==> images/placed.png <==
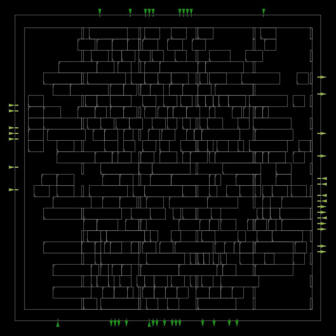
==> images/clock_wires.png <==
Drawn at 4 px/µm.
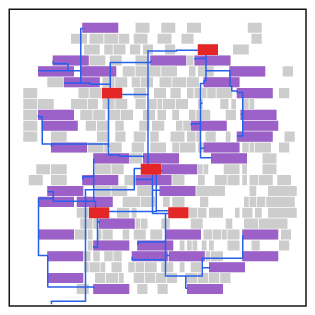
==> images/ff_map.png <==
Drawn at 4 px/µm. Other sequential cells in the stronger gray, the rest of the logic in the fainter gray.
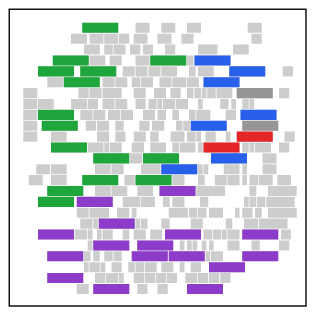
File: src/rtl/hazard_ctrl_pkg.sv
// Shared definitions for the hazard/control unit: select codes, slot flag layout,
// depth bounds and the slot-to-select mapping.
package hazard_ctrl_pkg;

  // Select code meaning "take the operand from the register file"
  localparam int FWD_RF    = 0;
  localparam int DEPTH_MIN = 2;
  localparam int DEPTH_MAX = 6;

  typedef struct packed {
    logic valid;
    logic wr;
    logic load;
  } slot_flags_t;

  // Slot k forwards through select code k+1; code 0 stays reserved for the register file.
  function automatic int fwd_code(input int slot);
    return slot + 1;
  endfunction

endpackage

File: src/rtl/hazard_ctrl_if.sv
// Decode/EX/MEM-facing signal bundle of the hazard/control unit.
interface hazard_ctrl_if #(
  parameter int REG_W = 5,
  parameter int DEPTH = 3,
  parameter int CNT_W = 16
);
  localparam int SEL_W = $clog2(DEPTH + 1);

  logic             de_valid;
  logic [REG_W-1:0] de_rs1;
  logic [REG_W-1:0] de_rs2;
  logic             de_use_rs1;
  logic             de_use_rs2;
  logic [REG_W-1:0] de_rd;
  logic             de_reg_write;
  logic             de_mem_read;
  logic             br_taken;
  logic             mem_busy;
  logic             stall_fetch;
  logic             stall_decode;
  logic             flush_decode;
  logic             bubble_ex;
  logic [SEL_W-1:0] fwd_a_sel;
  logic [SEL_W-1:0] fwd_b_sel;
  logic [CNT_W-1:0] stall_cycles;

  modport master (
    output de_valid, de_rs1, de_rs2, de_use_rs1, de_use_rs2, de_rd,
           de_reg_write, de_mem_read, br_taken, mem_busy,
    input  stall_fetch, stall_decode, flush_decode, bubble_ex,
           fwd_a_sel, fwd_b_sel, stall_cycles
  );

  modport slave (
    input  de_valid, de_rs1, de_rs2, de_use_rs1, de_use_rs2, de_rd,
           de_reg_write, de_mem_read, br_taken, mem_busy,
    output stall_fetch, stall_decode, flush_decode, bubble_ex,
           fwd_a_sel, fwd_b_sel, stall_cycles
  );

endinterface

File: src/rtl/hazard_ctrl_slot.sv
// One scoreboard slot: captures the entry shifted in from the younger side,
// holds while the memory stage is busy, clears on reset.
module hazard_slot
  import hazard_ctrl_pkg::*;
#(
  parameter int REG_W = 5
) (
  input  logic             clk,
  input  logic             rst,
  input  logic             hold,
  input  slot_flags_t      d_flags,
  input  logic [REG_W-1:0] d_rd,
  output slot_flags_t      q_flags,
  output logic [REG_W-1:0] q_rd
);

  slot_flags_t      flags_reg;
  logic [REG_W-1:0] rd_reg;

  always_ff @(posedge clk or posedge rst) begin
    if (rst) begin
      flags_reg <= '0;
      rd_reg    <= '0;
    end else if (!hold) begin
      flags_reg <= d_flags;
      rd_reg    <= d_rd;
    end
  end

  assign q_flags = flags_reg;
  assign q_rd    = rd_reg;

endmodule

File: src/rtl/hazard_ctrl.sv
// Hazard/control unit for the 5-stage RV32I pipeline: scoreboards in-flight
// destinations and derives stall, flush, bubble, forwarding selects and a stall counter.
module hazard_ctrl
  import hazard_ctrl_pkg::*;
#(
  parameter int REG_W    = 5,
  parameter int DEPTH    = 3,
  parameter int FORWARD  = 1,
  parameter int LOAD_FWD = 1,
  parameter int CNT_W    = 16
) (
  input logic         clk,
  input logic         rst,
  hazard_ctrl_if.slave hz
);

  localparam int SEL_W = $clog2(DEPTH + 1);

  if (DEPTH < DEPTH_MIN || DEPTH > DEPTH_MAX) begin : g_bad_depth
    $error("hazard_ctrl: DEPTH out of range");
  end

  slot_flags_t      flags_q [DEPTH];
  slot_flags_t      flags_d [DEPTH];
  logic [REG_W-1:0] rd_q    [DEPTH];
  logic [REG_W-1:0] rd_d    [DEPTH];
  logic [DEPTH-1:0] match_a;
  logic [DEPTH-1:0] match_b;

  logic             haz_a;
  logic             haz_b;
  logic [SEL_W-1:0] src_a;
  logic [SEL_W-1:0] src_b;
  logic             stall;
  logic             flush;

  logic [SEL_W-1:0] fwd_a_reg, fwd_a_next;
  logic [SEL_W-1:0] fwd_b_reg, fwd_b_next;
  logic [CNT_W-1:0] cnt_reg, cnt_next;

  genvar gi;
  generate
    for (gi = 0; gi < DEPTH; gi++) begin : g_slot
      if (gi == 0) begin : g_head
        // A stalled or flushed decode instruction enters EX as a bubble.
        assign flags_d[gi] = '{valid: hz.de_valid & ~stall & ~flush,
                               wr:    hz.de_reg_write,
                               load:  hz.de_mem_read};
        assign rd_d[gi]    = hz.de_rd;
      end else begin : g_tail
        assign flags_d[gi] = flags_q[gi-1];
        assign rd_d[gi]    = rd_q[gi-1];
      end

      hazard_slot #(.REG_W(REG_W)) u_slot (
        .clk     (clk),
        .rst     (rst),
        .hold    (hz.mem_busy),
        .d_flags (flags_d[gi]),
        .d_rd    (rd_d[gi]),
        .q_flags (flags_q[gi]),
        .q_rd    (rd_q[gi])
      );

      assign match_a[gi] = flags_q[gi].valid & flags_q[gi].wr & (rd_q[gi] == hz.de_rs1)
                         & (hz.de_rs1 != '0) & hz.de_use_rs1;
      assign match_b[gi] = flags_q[gi].valid & flags_q[gi].wr & (rd_q[gi] == hz.de_rs2)
                         & (hz.de_rs2 != '0) & hz.de_use_rs2;
    end
  endgenerate

  // Scan oldest to youngest so the youngest producer is the one left standing.
  always_comb begin
    haz_a = 1'b0;
    haz_b = 1'b0;
    src_a = SEL_W'(FWD_RF);
    src_b = SEL_W'(FWD_RF);
    for (int k = DEPTH - 1; k >= 0; k--) begin
      if (match_a[k]) begin
        haz_a = (FORWARD != 0) ? (flags_q[k].load && (k < LOAD_FWD)) : (k < DEPTH - 1);
        src_a = SEL_W'(fwd_code(k));
      end
      if (match_b[k]) begin
        haz_b = (FORWARD != 0) ? (flags_q[k].load && (k < LOAD_FWD)) : (k < DEPTH - 1);
        src_b = SEL_W'(fwd_code(k));
      end
    end
  end

  // A taken branch kills the decode instruction, so it never also stalls.
  assign stall = hz.de_valid & (haz_a | haz_b) & ~hz.br_taken & ~hz.mem_busy;
  assign flush = hz.br_taken & ~hz.mem_busy;

  assign hz.stall_fetch  = ~rst & (stall | hz.mem_busy);
  assign hz.stall_decode = ~rst & (stall | hz.mem_busy);
  assign hz.flush_decode = ~rst & flush;
  assign hz.bubble_ex    = ~rst & (stall | flush) & ~hz.mem_busy;

  always_comb begin
    fwd_a_next = fwd_a_reg;
    fwd_b_next = fwd_b_reg;
    cnt_next   = cnt_reg;
    if (!hz.mem_busy) begin
      // An empty EX slot (stall, flush or no decode instruction) reads the register file.
      if (FORWARD == 0 || stall || flush || !hz.de_valid) begin
        fwd_a_next = SEL_W'(FWD_RF);
        fwd_b_next = SEL_W'(FWD_RF);
      end else begin
        fwd_a_next = src_a;
        fwd_b_next = src_b;
      end
    end
    if (stall && cnt_reg != '1) begin
      cnt_next = cnt_reg + CNT_W'(1);
    end
  end

  always_ff @(posedge clk or posedge rst) begin
    if (rst) begin
      fwd_a_reg <= '0;
      fwd_b_reg <= '0;
      cnt_reg   <= '0;
    end else begin
      fwd_a_reg <= fwd_a_next;
      fwd_b_reg <= fwd_b_next;
      cnt_reg   <= cnt_next;
    end
  end

  assign hz.fwd_a_sel    = fwd_a_reg;
  assign hz.fwd_b_sel    = fwd_b_reg;
  assign hz.stall_cycles = cnt_reg;

endmodule

File: src/flat_wrapper.sv
// flat-port wrapper written by rule: the top's interface ports become plain ports
module hazard_ctrl_flat import hazard_ctrl_pkg::*;
#(
  parameter int REG_W    = 5,
  parameter int DEPTH    = 3,
  parameter int FORWARD  = 1,
  parameter int LOAD_FWD = 1,
  parameter int CNT_W    = 16
)
  (clk, rst, hz_de_valid, hz_de_rs1, hz_de_rs2, hz_de_use_rs1, hz_de_use_rs2, hz_de_rd, hz_de_reg_write, hz_de_mem_read, hz_br_taken, hz_mem_busy, hz_stall_fetch, hz_stall_decode, hz_flush_decode, hz_bubble_ex, hz_fwd_a_sel, hz_fwd_b_sel, hz_stall_cycles);
  hazard_ctrl_if #(.REG_W(REG_W), .DEPTH(DEPTH), .CNT_W(CNT_W)) hz_i ();
  input logic clk;
  input logic rst;
  input wire logic [$bits(hz_i.de_valid)-1:0] hz_de_valid;
  input wire logic [$bits(hz_i.de_rs1)-1:0] hz_de_rs1;
  input wire logic [$bits(hz_i.de_rs2)-1:0] hz_de_rs2;
  input wire logic [$bits(hz_i.de_use_rs1)-1:0] hz_de_use_rs1;
  input wire logic [$bits(hz_i.de_use_rs2)-1:0] hz_de_use_rs2;
  input wire logic [$bits(hz_i.de_rd)-1:0] hz_de_rd;
  input wire logic [$bits(hz_i.de_reg_write)-1:0] hz_de_reg_write;
  input wire logic [$bits(hz_i.de_mem_read)-1:0] hz_de_mem_read;
  input wire logic [$bits(hz_i.br_taken)-1:0] hz_br_taken;
  input wire logic [$bits(hz_i.mem_busy)-1:0] hz_mem_busy;
  output wire logic [$bits(hz_i.stall_fetch)-1:0] hz_stall_fetch;
  output wire logic [$bits(hz_i.stall_decode)-1:0] hz_stall_decode;
  output wire logic [$bits(hz_i.flush_decode)-1:0] hz_flush_decode;
  output wire logic [$bits(hz_i.bubble_ex)-1:0] hz_bubble_ex;
  output wire logic [$bits(hz_i.fwd_a_sel)-1:0] hz_fwd_a_sel;
  output wire logic [$bits(hz_i.fwd_b_sel)-1:0] hz_fwd_b_sel;
  output wire logic [$bits(hz_i.stall_cycles)-1:0] hz_stall_cycles;
  assign hz_i.de_valid = hz_de_valid;
  assign hz_i.de_rs1 = hz_de_rs1;
  assign hz_i.de_rs2 = hz_de_rs2;
  assign hz_i.de_use_rs1 = hz_de_use_rs1;
  assign hz_i.de_use_rs2 = hz_de_use_rs2;
  assign hz_i.de_rd = hz_de_rd;
  assign hz_i.de_reg_write = hz_de_reg_write;
  assign hz_i.de_mem_read = hz_de_mem_read;
  assign hz_i.br_taken = hz_br_taken;
  assign hz_i.mem_busy = hz_mem_busy;
  assign hz_stall_fetch = hz_i.stall_fetch;
  assign hz_stall_decode = hz_i.stall_decode;
  assign hz_flush_decode = hz_i.flush_decode;
  assign hz_bubble_ex = hz_i.bubble_ex;
  assign hz_fwd_a_sel = hz_i.fwd_a_sel;
  assign hz_fwd_b_sel = hz_i.fwd_b_sel;
  assign hz_stall_cycles = hz_i.stall_cycles;
  hazard_ctrl #(.REG_W(REG_W), .DEPTH(DEPTH), .FORWARD(FORWARD), .LOAD_FWD(LOAD_FWD), .CNT_W(CNT_W)) u_core (.clk(clk), .rst(rst), .hz(hz_i));
endmodule
File: config.mk
export PLATFORM = sky130hd
export DESIGN_NAME = hazard_ctrl_flat
export DESIGN_NICKNAME = d
export VERILOG_FILES = /design/src/rtl/hazard_ctrl_pkg.sv /design/src/rtl/hazard_ctrl_if.sv /design/src/rtl/hazard_ctrl_slot.sv /design/src/rtl/hazard_ctrl.sv /design/src/flat_wrapper.sv
export SDC_FILE = /design/constraint.sdc
export NUM_CORES = 1
export LEC_CHECK = 0
export CAP_MARGIN = 20
export CORE_MARGIN = 2
export CORE_UTILIZATION = 45
export DETAILED_ROUTE_END_ITERATION = 16
export HOLD_SLACK_MARGIN = 0.12
export PLACE_DENSITY = 0.78
export REMOVE_ABC_BUFFERS = 1
export SLEW_MARGIN = 20
export SYNTH_ARGS = -nofsm -noshare
export SYNTH_HDL_FRONTEND = slang
export SYNTH_SLANG_ARGS = --single-unit
File: constraint.sdc
create_clock -name clk -period 2.7 [get_ports clk]
set_input_delay 0.27 -clock clk [delete_from_list [all_inputs] [get_ports clk]]
set_output_delay 0.27 -clock clk [all_outputs]
set_load 0.1 [all_outputs]
==> impl_metrics.env <==
# flow metrics
export IMPL_run_status="finished clean"
export IMPL_total_power_mw=1.38
export IMPL_vdd_drop_max_v=0.000228
export IMPL_final_design_utilization_pct=61.4
export IMPL_syn_inst=203
export IMPL_htree_levels=2
export IMPL_clkSlewWorstSetupHoldPaths_ns=0.07
export IMPL_synthesis_area_per_instance_um2=10.8
export IMPL_highest_signal_layer="met4"
export IMPL_area_growth_synth_to_final_pct=32.1
export IMPL_drt_drc_violations_left=0
export IMPL_crit_path_cell_trace="clkdlybuf4s50_1 -> or4_1 -> o21ai_2 -> nor3_2 -> or2_4 -> a21oi_1 -> nor2_2 -> buf_12"
export IMPL_multiInputGateArea_um2=1110
export IMPL_synth_yosys_warnings=0
export IMPL_critical_path_reg2reg_endpoint="u_core.hz.stall_cycles[1]$_DFFE_PP0P_"
export IMPL_inverters=4
export IMPL_grt_first_pass_wirelength_um=7570
export IMPL_vias_after_detailed_routing=1652
export IMPL_final_hold_viol_count=0
export IMPL_switching_share_pct=27.1
export IMPL_finish_instance_area_um2=2900
export IMPL_antenna_violating_nets_post_route=0
export IMPL_pg_comb_mw=0.269
export IMPL_crit_path_end="hz_stall_decode"
export IMPL_vias_per_cell=5.01
export IMPL_yosys_area_um2=2190
export IMPL_routed_wirelength_um=4630
export IMPL_post_synth_main_logic_family="XOR/XNOR gates"
export IMPL_wirelength_per_cell_um=14.0
export IMPL_initial_antenna_violation_count=0
export IMPL_leading_cell_type_by_number_of_instances_after_synthesis="dfrtp_1"
export IMPL_dp_cells=323
export IMPL_power_density_cell_area_nw_per_um2=476
export IMPL_tool_warnings=25
export IMPL_synth_compound_gate_area_share_pct=3.31
export IMPL_most_frequently_used_flop_master_after_synthesis="dfrtp_1"
export IMPL_setup_worst_path_end_class="output pin"
export IMPL_synth_top_cell_by_area="dfrtp_1"
export IMPL_maxCapViolations=0
export IMPL_initial_core_util_pct=46.4
export IMPL_finalHoldWorstSlack_ns=0.492
export IMPL_worst_slack_ns=0.124
export IMPL_globalRoute_totalOverflow=0
export IMPL_yosys_cells=203
export IMPL_final_layout_top_logic_cells="dfrtp_1, buf_4, xnor2_1"
export IMPL_max_power_group="registers"
export IMPL_synth_ff_latch_count=42
export IMPL_finalCritPeriodShare_pct=95.4
export IMPL_leakagePower_nw=1.29
export IMPL_synth_area_um2=2190
export IMPL_post_synth_xor_area_fraction_pct=18.0
export IMPL_maxSlewViolCount=0
export IMPL_grt_util_all_layers_pct=18.4
export IMPL_route_met2_wl_um=2260
export IMPL_dominant_cells="combinational gates"
export IMPL_largest_register_ffs=16
export IMPL_period_minus_slack_ns=2.58
export IMPL_drive_gt1_share_pct=26.2
export IMPL_min_path_type="reg2reg"
export IMPL_synth_sequential_area_ratio_pct=47.9
export IMPL_fmax_ghz=0.388
export IMPL_worst_slew_pin_slew_ns=0.528
export IMPL_die_width_um=73.8
export IMPL_grt_start_max_net_pins=43
export IMPL_reg2reg_from="u_core.hz.stall_cycles[5]$_DFFE_PP0P_"
-- placed.png (at the start) --
standard-cell row count: 25
count of fill cells added during filler insertion: 404
placeable core region: 4720 µm²
non-filler cells, final: 330
flop share of the area: 36.3%

-- clock_wires.png (at the start) --
Key: purple = flip-flops [count 42]; blue = clock wires [length 505 µm]; red = clock-net drivers [count 5]
There are 6 routed clock nets. Position of the flops: all over the die.
clock power share: 27.3%
maximum clock skew at final layout: 0.00940 ns
clk ins delay skew pair: 0.29 ns
power dissipated in the clock network: 0.377 mW

-- ff_map.png (at the start) --
Key: red = `u_core.hz.fwd_b_sel` [flops 2]; green = `u_core.g_slot.u_slot.q_rd` [flops 15]; purple = `u_core.hz.stall_cycles` [flops 16]; blue = `u_core.g_slot.u_slot.q_flags` [flops 7]
Another 2 sequential cells are not colored.
sequential power: 0.733 mW
sequential cell area: 1050 µm²

Power figures rest on the tool's default switching activity, not on a simulated workload.
